Figure 1. Metal 3 (run 1).
Scale bar: 20 um.
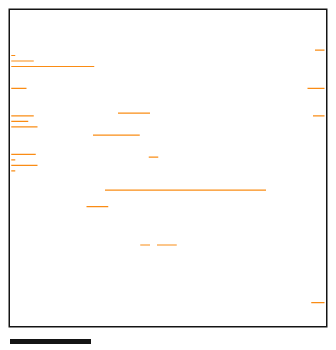
Figure 2. Cell sizes after repair (run 1).
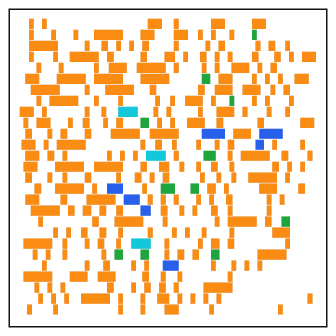
Figure 3. Metal 1 (run 1).
Scale bar: 20 um. Cells faint in the background.
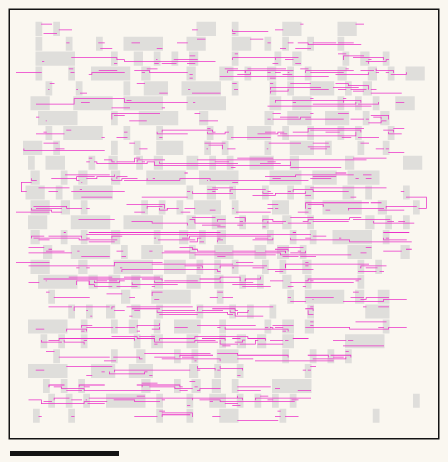
Figure 4. The clock network (run 1).
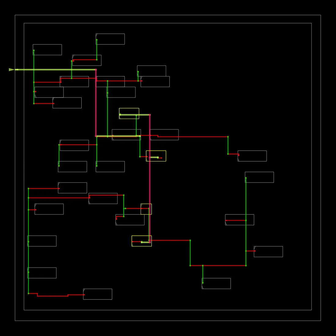
### config.mk
export PLATFORM = sky130hd
export DESIGN_NAME = ser_demux_n
export DESIGN_NICKNAME = d
export VERILOG_FILES = /design/src/rtl/ser_demux_pkg.sv /design/src/rtl/hex_to_ssd.sv /design/src/rtl/ser_demux_n.sv
export SDC_FILE = /design/constraint.sdc
export NUM_CORES = 1
export LEC_CHECK = 0
export ABC_AREA = 1
export CAP_MARGIN = 10
export CELL_PAD_IN_SITES_DETAIL_PLACEMENT = 2
export CELL_PAD_IN_SITES_GLOBAL_PLACEMENT = 2
export CORE_MARGIN = 2
export CORE_UTILIZATION = 32
export CTS_BUF_LIST = sky130_fd_sc_hd__clkbuf_2 sky130_fd_sc_hd__clkbuf_4 sky130_fd_sc_hd__clkbuf_8
export DETAILED_ROUTE_END_ITERATION = 7
export PLACE_DENSITY_LB_ADDON = 0.1
export SLEW_MARGIN = 0
export SYNTH_ARGS = -nofsm -noshare
export SYNTH_HDL_FRONTEND = slang
export SYNTH_SLANG_ARGS = --single-unit
### constraint.sdc
create_clock -name clk -period 6.6 [get_ports clk]
set_input_delay 1.32 -clock clk [delete_from_list [all_inputs] [get_ports clk]]
set_output_delay 1.32 -clock clk [all_outputs]
set_load 0.005 [all_outputs]
### src/rtl/ser_demux_pkg.sv
// Shared types and constants for the parametrised serial port demultiplexer:
// FSM state encoding, blank-digit constant and hex-to-segment lookup table.
package ser_demux_pkg;

    typedef enum logic [2:0] {
        IDLE,
        PORT,
        COUNT,
        DATA,
        DONE,
        PARITY
    } state_t;

    localparam logic [6:0] SSD_BLANK = 7'h00;

    // Segment order {g,f,e,d,c,b,a}, active-high, digits 0..F.
    localparam logic [6:0] HEX_SEG [16] = '{
        7'h3F, 7'h06, 7'h5B, 7'h4F,
        7'h66, 7'h6D, 7'h7D, 7'h07,
        7'h7F, 7'h6F, 7'h77, 7'h7C,
        7'h39, 7'h5E, 7'h79, 7'h71
    };

endpackage

### src/rtl/hex_to_ssd.sv
// Combinational 4-bit hex digit to seven-segment pattern decoder.
module hex_to_ssd
    import ser_demux_pkg::*;
(
    input  logic [3:0] hex,
    output logic [6:0] seg
);

    assign seg = HEX_SEG[hex];

endmodule

### src/rtl/ser_demux_n.sv
// Parametrised serial port demultiplexer. A framed packet (start 0, port
// number, data count, data bits) arrives one bit per debounced pushbutton
// strobe; data bits are routed to the addressed port via a one-hot select.
// Optional trailing even-parity bit: define SER_PARITY_EN.
module ser_demux_n
    import ser_demux_pkg::*;
#(
    parameter int N_PORTS     = 4,
    parameter int PORT_W      = $clog2(N_PORTS),
    parameter int CNT_W       = 4,
    parameter int SYNC_STAGES = 2
) (
    input  logic               clk,
    input  logic               reset,
    input  logic               clkPB,
    input  logic               SerIn,
    output logic [N_PORTS-1:0] P,
    output logic               serOut,
    output logic               serOut_valid,
    output logic               done,
    output logic               err,
    output logic [6:0]         SSD_OUT_LOW,
    output logic [6:0]         SSD_OUT_HIGH
);

    localparam int IDX_W = 4;
    localparam int SET_W = $clog2(SYNC_STAGES + 2);

`ifdef SER_PARITY_EN
    localparam state_t AFTER_DATA = PARITY;
`else
    localparam state_t AFTER_DATA = DONE;
`endif

    logic [SYNC_STAGES-1:0] pb_sync;
    logic [SYNC_STAGES-1:0] si_sync;
    logic                   pb_prev;
    logic                   bit_stb;
    logic [SET_W-1:0]       settle_q;
    logic                   sin;

    state_t            state_q, state_d;
    logic [PORT_W-1:0] port_q, port_d;
    logic [CNT_W-1:0]  cnt_q, cnt_d;
    logic [CNT_W-1:0]  rem_q, rem_d;
    logic [IDX_W-1:0]  idx_q, idx_d;
    logic              serout_q, serout_d;
    logic              vld_q, vld_d;
    logic              err_q, err_d;
`ifdef SER_PARITY_EN
    logic              par_q, par_d;
`endif

    logic [7:0] disp;
    logic [6:0] seg_lo, seg_hi;

    assign sin = si_sync[SYNC_STAGES-1];

    // Synchronise the async inputs and emit a registered one-cycle strobe on
    // each clean rising edge of clkPB; edges seen while the synchroniser is
    // still refilling after reset are absorbed rather than reported.
    always_ff @(posedge clk) begin
        if (reset) begin
            pb_sync  <= '0;
            si_sync  <= '0;
            pb_prev  <= 1'b0;
            bit_stb  <= 1'b0;
            settle_q <= SET_W'(SYNC_STAGES + 1);
        end else begin
            pb_sync <= {pb_sync[SYNC_STAGES-2:0], clkPB};
            si_sync <= {si_sync[SYNC_STAGES-2:0], SerIn};
            pb_prev <= pb_sync[SYNC_STAGES-1];
            bit_stb <= (settle_q == '0) && pb_sync[SYNC_STAGES-1] && !pb_prev;
            if (settle_q != '0) begin
                settle_q <= settle_q - 1'b1;
            end
        end
    end

    // Frame FSM: next state plus next values of the field shifters and flags.
    always_comb begin
        state_d  = state_q;
        port_d   = port_q;
        cnt_d    = cnt_q;
        rem_d    = rem_q;
        idx_d    = idx_q;
        serout_d = serout_q;
        vld_d    = 1'b0;
        err_d    = err_q;
`ifdef SER_PARITY_EN
        par_d    = par_q;
        if (bit_stb && (state_q == PORT || state_q == COUNT || state_q == DATA)) begin
            par_d = par_q ^ sin;
        end
`endif
        case (state_q)
            IDLE: begin
                if (bit_stb && !sin) begin
                    state_d = PORT;
                    port_d  = '0;
                    cnt_d   = '0;
                    rem_d   = '0;
                    idx_d   = '0;
                    err_d   = 1'b0;
`ifdef SER_PARITY_EN
                    par_d   = 1'b0;
`endif
                end
            end
            PORT: begin
                if (bit_stb) begin
                    port_d = (port_q << 1) | PORT_W'(sin);
                    idx_d  = idx_q + 1'b1;
                    if (idx_q == IDX_W'(PORT_W - 1)) begin
                        idx_d   = '0;
                        state_d = COUNT;
                        if (int'(port_d) >= N_PORTS) begin
                            err_d = 1'b1;
                        end
                    end
                end
            end
            COUNT: begin
                if (bit_stb) begin
                    cnt_d = (cnt_q << 1) | CNT_W'(sin);
                    idx_d = idx_q + 1'b1;
                    if (idx_q == IDX_W'(CNT_W - 1)) begin
                        idx_d   = '0;
                        rem_d   = cnt_d;
                        state_d = (cnt_d == '0) ? AFTER_DATA : DATA;
                    end
                end
            end
            DATA: begin
                if (bit_stb) begin
                    serout_d = sin;
                    vld_d    = !err_q;
                    rem_d    = rem_q - 1'b1;
                    if (rem_q == CNT_W'(1)) begin
                        state_d = AFTER_DATA;
                    end
                end
            end
`ifdef SER_PARITY_EN
            PARITY: begin
                if (bit_stb) begin
                    if (sin != par_q) begin
                        err_d = 1'b1;
                    end
                    state_d = DONE;
                end
            end
`endif
            DONE: begin
                state_d = IDLE;
            end
            default: begin
                state_d = IDLE;
            end
        endcase
    end

    // FSM state and datapath registers.
    always_ff @(posedge clk) begin
        if (reset) begin
            state_q  <= IDLE;
            port_q   <= '0;
            cnt_q    <= '0;
            rem_q    <= '0;
            idx_q    <= '0;
            serout_q <= 1'b0;
            vld_q    <= 1'b0;
            err_q    <= 1'b0;
`ifdef SER_PARITY_EN
            par_q    <= 1'b0;
`endif
        end else begin
            state_q  <= state_d;
            port_q   <= port_d;
            cnt_q    <= cnt_d;
            rem_q    <= rem_d;
            idx_q    <= idx_d;
            serout_q <= serout_d;
            vld_q    <= vld_d;
            err_q    <= err_d;
`ifdef SER_PARITY_EN
            par_q    <= par_d;
`endif
        end
    end

    assign P            = (state_q == DATA && !err_q) ? (N_PORTS'(1) << port_q) : '0;
    assign serOut       = serout_q;
    assign serOut_valid = vld_q;
    assign done         = (state_q == DONE);
    assign err          = err_q;

    // Display value: remaining count while routing data, the partially
    // shifted count while receiving it, zero otherwise.
    always_comb begin
        disp = 8'h00;
        if (state_q == DATA) begin
            disp = 8'(rem_q);
        end else if (state_q == COUNT) begin
            disp = 8'(cnt_q);
        end
    end

    hex_to_ssd u_ssd_lo (
        .hex (disp[3:0]),
        .seg (seg_lo)
    );

    hex_to_ssd u_ssd_hi (
        .hex (disp[7:4]),
        .seg (seg_hi)
    );

    assign SSD_OUT_LOW  = seg_lo;
    assign SSD_OUT_HIGH = (CNT_W > 4) ? seg_hi : SSD_BLANK;

endmodule

==> results_slide.txt, run 1 <==
Flow Results at a Glance

Detailed routing
  • DRT Pass-1 Iters: 4
  • Via-per-instance ratio: 4.76

Finish
  • Most frequent cells in the layout: nand2_1, inv_1, nor2_1
  • Share of cells above drive strength 1: 7.27%
  • Nets: 306
  • Most frequent logic cell in the layout: nand2_1
  • Area growth syn-to-layout: 14.8%

Logic synthesis
  • Yosys xor share: 0.496%
  • EDFF count, synth: 0
  • Ys flops: 27
  • Yosys synthesis chip area: 1760 um2
  • Main flop type: dfxtp_1
  • Synth logic family: simple AND/OR/NAND/NOR gates
  • Distinct lib cells used: 27
  • Adder Area Share: 8.51%
  • Syn avg cell area: 6.49 um2
  • Syn Std Cell Area: 1760 um2
  • Ao+oa area frac: 10.8%

Clock tree
  • TritonCTS clock tree: yes
  • Clock sink count: 27
  • CTS root buf: clkbuf_8
  • CTS clk-pin slew, worst paths: 0.10 ns
  • Max Buffers Root-to-Sink: 2

Run
  • Max Cap Violations: 0

Critical path
  • Worst path arrival time: 3.08 ns
  • Peak per-stage delay on the critical path: 0.58 ns
  • R2R Setup Slk: 4.79 ns
  • Setup crit end kind: primary output

Pwr
  • Total Power: 0.000629 W
  • Internal Power: 0.000334 W
  • Peak VDD IR: 149 uV
  • Sw power: 0.000295 W

Final timing
  • Hold Slack: 0.385 ns

Min path
  • Hold path depth: 1
  • Worst hold path type: register to register
  • Min-Delay Startpoint: pb_prev

Global route
  • Largest net degree at the start of global routing: 17
  • First-pass GRT wire length: 8.78 mm

Floorplanning
  • Core ar.: 5410 um2
  • Initial Util: 32.6%

Run status
  • Status: complete, no violations
Notes on Figure 1 above:
main direction = horizontal
longest straight run = 39.6 um
share of all routed wire = 3.0%
nets with wire on the layer = 19
wire length on this layer = 142 um
Post-Route WL: 4.81 mm
GR Util met3: 2.07%
DR vias: 1,720

Notes on Figure 2 above:
_3 and _4 cells -> blue  # cells 7, most used nor2_4
_2 cells -> green  # cells 11, most used nand2_2
_0 and _1 cells -> orange  # cells 268, most used nand2_1
_6 and larger -> cyan  # cells 3, most used clkbuf_8
Final Instance Area: 2020 um2
final worst setup slack: 2.20 ns

Notes on Figure 3 above:
nets with wire on the layer = 277
share of all routed wire = 49%
met1 global-route usage: 24.1%

Notes on Figure 4 above:
clk ins delay skew pair: 0.28 ns
P_clk: 0.000101 W
Inserted Clock Buffers: 3

## run 1: critical path: cells and delay by family, from the launching register on
| kind | cells | cell delay, ns |
|---|---|---|
| simple gates | 4 | 0.46 |
| buf+inv | 3 | 0.88 |
| compound gates | 2 | 0.61 |
| flops | 1 | 0.58 |
| fa+ha+maj | 1 | 0.25 |
## run 1: synth_stat cells, drive strengths merged, types with 2 or more instances
cell and number:
nor3 5, buf 9, dfxtp 27, inv 40
o21ai 13, a21oi 17, ha 12, nor2 39
clkbuf 2, nand4 2, nand2 78, nand3 22
## run 1: layout make-up
type	count	area (um2)
fill	666	3380
inverter	40	153
sequential	27	541
tap	72	90.1
clock inverter	1	7.51
timing repair buffer	17	170
clock buffer	3	41.3
multi-input combinational	201	1020
## run 1: stage by stage
stage | std cells | area [um2]
after detailed placement | 357 | 1980
after CTS | 361 | 2020
final | 361 | 2020
after global routing | 361 | 2020
after global placement | 357 | 1980
after floorplan | 279 | 1790
## run 1: sequential cells by signal, indices dropped and copies added, names as in the netlist
name,flops
rem_q,4
serOut,1
pb_sync,2
port_q,2
serOut_valid,1
bit_stb,1
si_sync,2
cnt_q,4
state_q,3
pb_prev,1
idx_q,4
settle_q,2
## run 1: metal layers
metal | share of wire [%] | global-route usage (%) | vias up
met5 | 0 | 0 | -
met4 | 1.0 | 4.21 | 0
met3 | 3.0 | 2.07 | 5
met2 | 47 | 30.1 | 25
met1 | 49 | 24.1 | 826
li1 | - | - | 864
## run 1: power by group through the flow
stage / registers [W] / logic (W) / clock network (W)
floorplan: 0.000213 / 0.000244 / 0
global placement: 0.000227 / 0.000298 / 0
detailed placement: 0.000229 / 0.000304 / 0
CTS: 0.000226 / 0.000307 / 0.000107
global route: 0.000232 / 0.000360 / 0.000114
finish: 0.000226 / 0.000302 / 0.000101
==> run 2: changes to the inputs <==
--- a/config.mk
+++ b/config.mk
@@ -10,7 +10,7 @@
 export CELL_PAD_IN_SITES_DETAIL_PLACEMENT = 2
 export CELL_PAD_IN_SITES_GLOBAL_PLACEMENT = 2
 export CORE_MARGIN = 2
-export CORE_UTILIZATION = 32
+export CORE_UTILIZATION = 30
 export CTS_BUF_LIST = sky130_fd_sc_hd__clkbuf_2 sky130_fd_sc_hd__clkbuf_4 sky130_fd_sc_hd__clkbuf_8
 export DETAILED_ROUTE_END_ITERATION = 7
 export PLACE_DENSITY_LB_ADDON = 0.1
==> constraint.sdc (replaced) <==
create_clock -name clk -period 4.13 [get_ports clk]
set_input_delay 0.826 -clock clk [delete_from_list [all_inputs] [get_ports clk]]
set_output_delay 0.826 -clock clk [all_outputs]
set_load 0.005 [all_outputs]
Figure 5. The metal 2 layer (run 2).
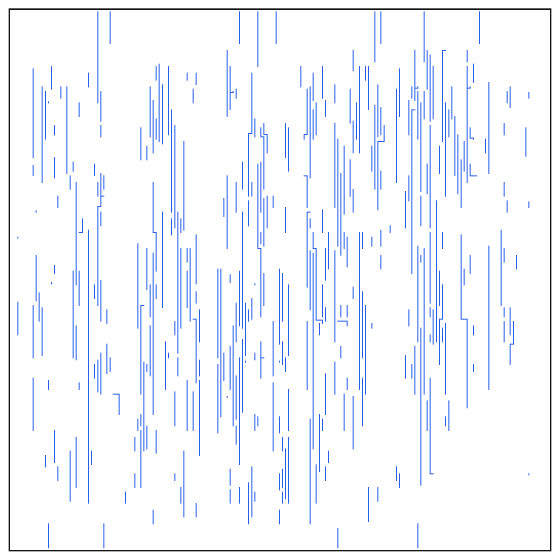
nets with wire on the layer = 244
wire length on this layer = 2,160 um
main direction = vertical
longest straight run = 40.8 um
global routing usage on met2: 27.3%
Post-Route WL: 4.86 mm
DR vias: 1,686

Figure 6. Metal 1 (run 2).
Scale bar: 20 um. Cells faint in the background.
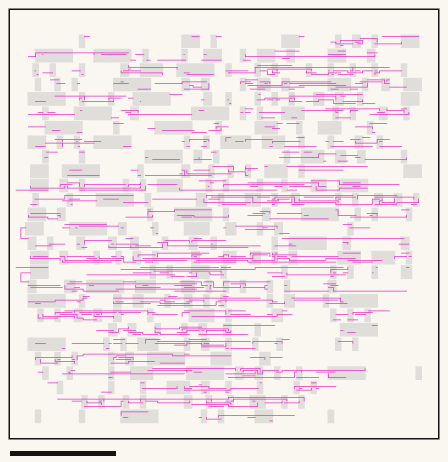
wire length on this layer = 2,570 um
nets with wire on the layer = 278
share of all routed wire = 53%
main direction = horizontal
longest straight run = 32.2 um
met1 global-route usage: 23.7%

==> run 2 against run 1 <==
Net effect: count of clock-buffer cells in the layout did not move; global-route usage fell by 1.0 points; critical endpoint unchanged; largest cell class unchanged; sequential share of layout area barely moved; worst hold slack improved by 0.011 ns; die size rose by 6.3%; critical path depth did not move; flip-flop count did not move; synthesized area did not move; register-to-register slack got worse by 2.4 ns; first-iteration DRC count fell by 21%; synthesized cell count did not move; clock power rose by about 60%.
==> results_slide.txt, run 2 <==
Flow Results at a Glance

Clock tree
  • Inserted Clock Buffers: 3
  • Max Buffers Root-to-Sink: 2
  • Clock sink count: 27
  • Clk ins delay skew pair: 0.28 ns
  • TritonCTS clock tree: yes
  • CTS clk-pin slew, worst paths: 0.10 ns

Critical path
  • Worst path arrival time: 2.83 ns
  • Peak per-stage delay on the critical path: 0.57 ns

Finish
  • Most frequent logic cell in the layout: nand2_1
  • Top Registers: cnt_q: 4 flops, idx_q: 4 flops, rem_q: 4 flops
  • Area growth syn-to-layout: 15.0%

Detailed routing
  • Via-per-instance ratio: 4.67
  • DRT Pass-1 Iters: 4
  • Routed metal-1 wirelength: 2.57 mm
  • Met3 Wirelength: 89 um
  • Metal2 WL: 2.16 mm

Pwr
  • Total Power: 0.00101 W

Global route
  • First-pass GRT wire length: 8.62 mm
  • Gr busiest metal: met2
  • GR Util met3: 1.69%

Min path
  • Min-Delay Startpoint: pb_prev
  • Hold path depth: 1
  • Worst hold path type: register to register

Logic synthesis
  • EDFF count, synth: 0
  • Ys flops: 27
  • Most common cell in the netlist: nand2_1
  • Main flop type: dfxtp_1

Final timing
  • Final worst setup slack: 0.476 ns

Floorplanning
  • Core ar.: 5610 um2
  • Initial Util: 31.5%

Run status
  • Status: complete, no violations
Figure 7. The clock network (run 2).
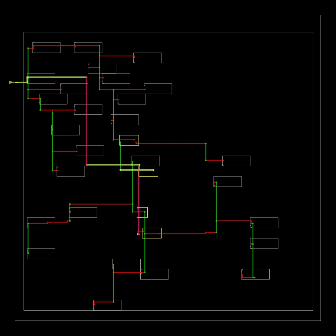
Seq cells: 27
P_clk: 0.000162 W

## run 2: cell counts after synthesis
No cell type changed its count.
## run 2: critical path: cells and delay by family, from the launching register on
kind,cells,cell delay [ns]
buf+inv,3,0.85
flops,1,0.57
simple gates,4,0.47
compound gates,2,0.42
fa+ha+maj,1,0.24
## run 2: layout make-up
type                            count  area (um2)
Sequential cell                    27         541
Clock buffer                        3        41.3
Inverter                           40         153
Timing Repair Buffer               17         170
Clock inverter                      1        7.51
Tap cell                           72        90.1
Fill cell                         713        3580
Multi-Input combinational cell    201        1030
## run 2: per-stage QoR
step	instance area, um2	std cells
global route	2030	361
CTS	2020	361
floorplan	1790	279
finish	2030	361
global placement	1980	357
detailed placement	1980	357
## run 2: worst max path at each step
stage / start / to / slack, ns / cells after the start
finish: state_q[0] / SSD_OUT_LOW[5] / 0.48 / 10
global route: state_q[0] / SSD_OUT_LOW[5] / 0.23 / 10
CTS: state_q[0] / SSD_OUT_LOW[5] / 0.23 / 10
detailed placement: state_q[0] / SSD_OUT_LOW[5] / 0.57 / 10
global placement: state_q[0] / SSD_OUT_LOW[5] / 0.77 / 10
floorplan: state_q[0] / SSD_OUT_LOW[1] / 1.55 / 11
## run 2: cell families after synthesis
| kind of cell | count (synthesis) | synth area share (%) |
|---|---|---|
| and+or+nand+nor | 148 | 36.5 |
| buffers and inverters | 51 | 12.9 |
| AOI/OAI and AO/OA | 32 | 10.8 |
| DFF | 27 | 30.6 |
| adders and majority gates | 12 | 8.51 |
| xor gates and xnor gates | 1 | 0.497 |
| other | 1 | 0.213 |
## run 2: power breakdown
| part | total (W) | internal [W] | switching, W |
|---|---|---|---|
| Sequential | 0.000360 | 0.000305 | 0.0000551 |
| Combinational | 0.000488 | 0.000160 | 0.000328 |
| Clock | 0.000162 | 0.0000688 | 0.0000937 |
Power is estimated from default activity; no workload was simulated.
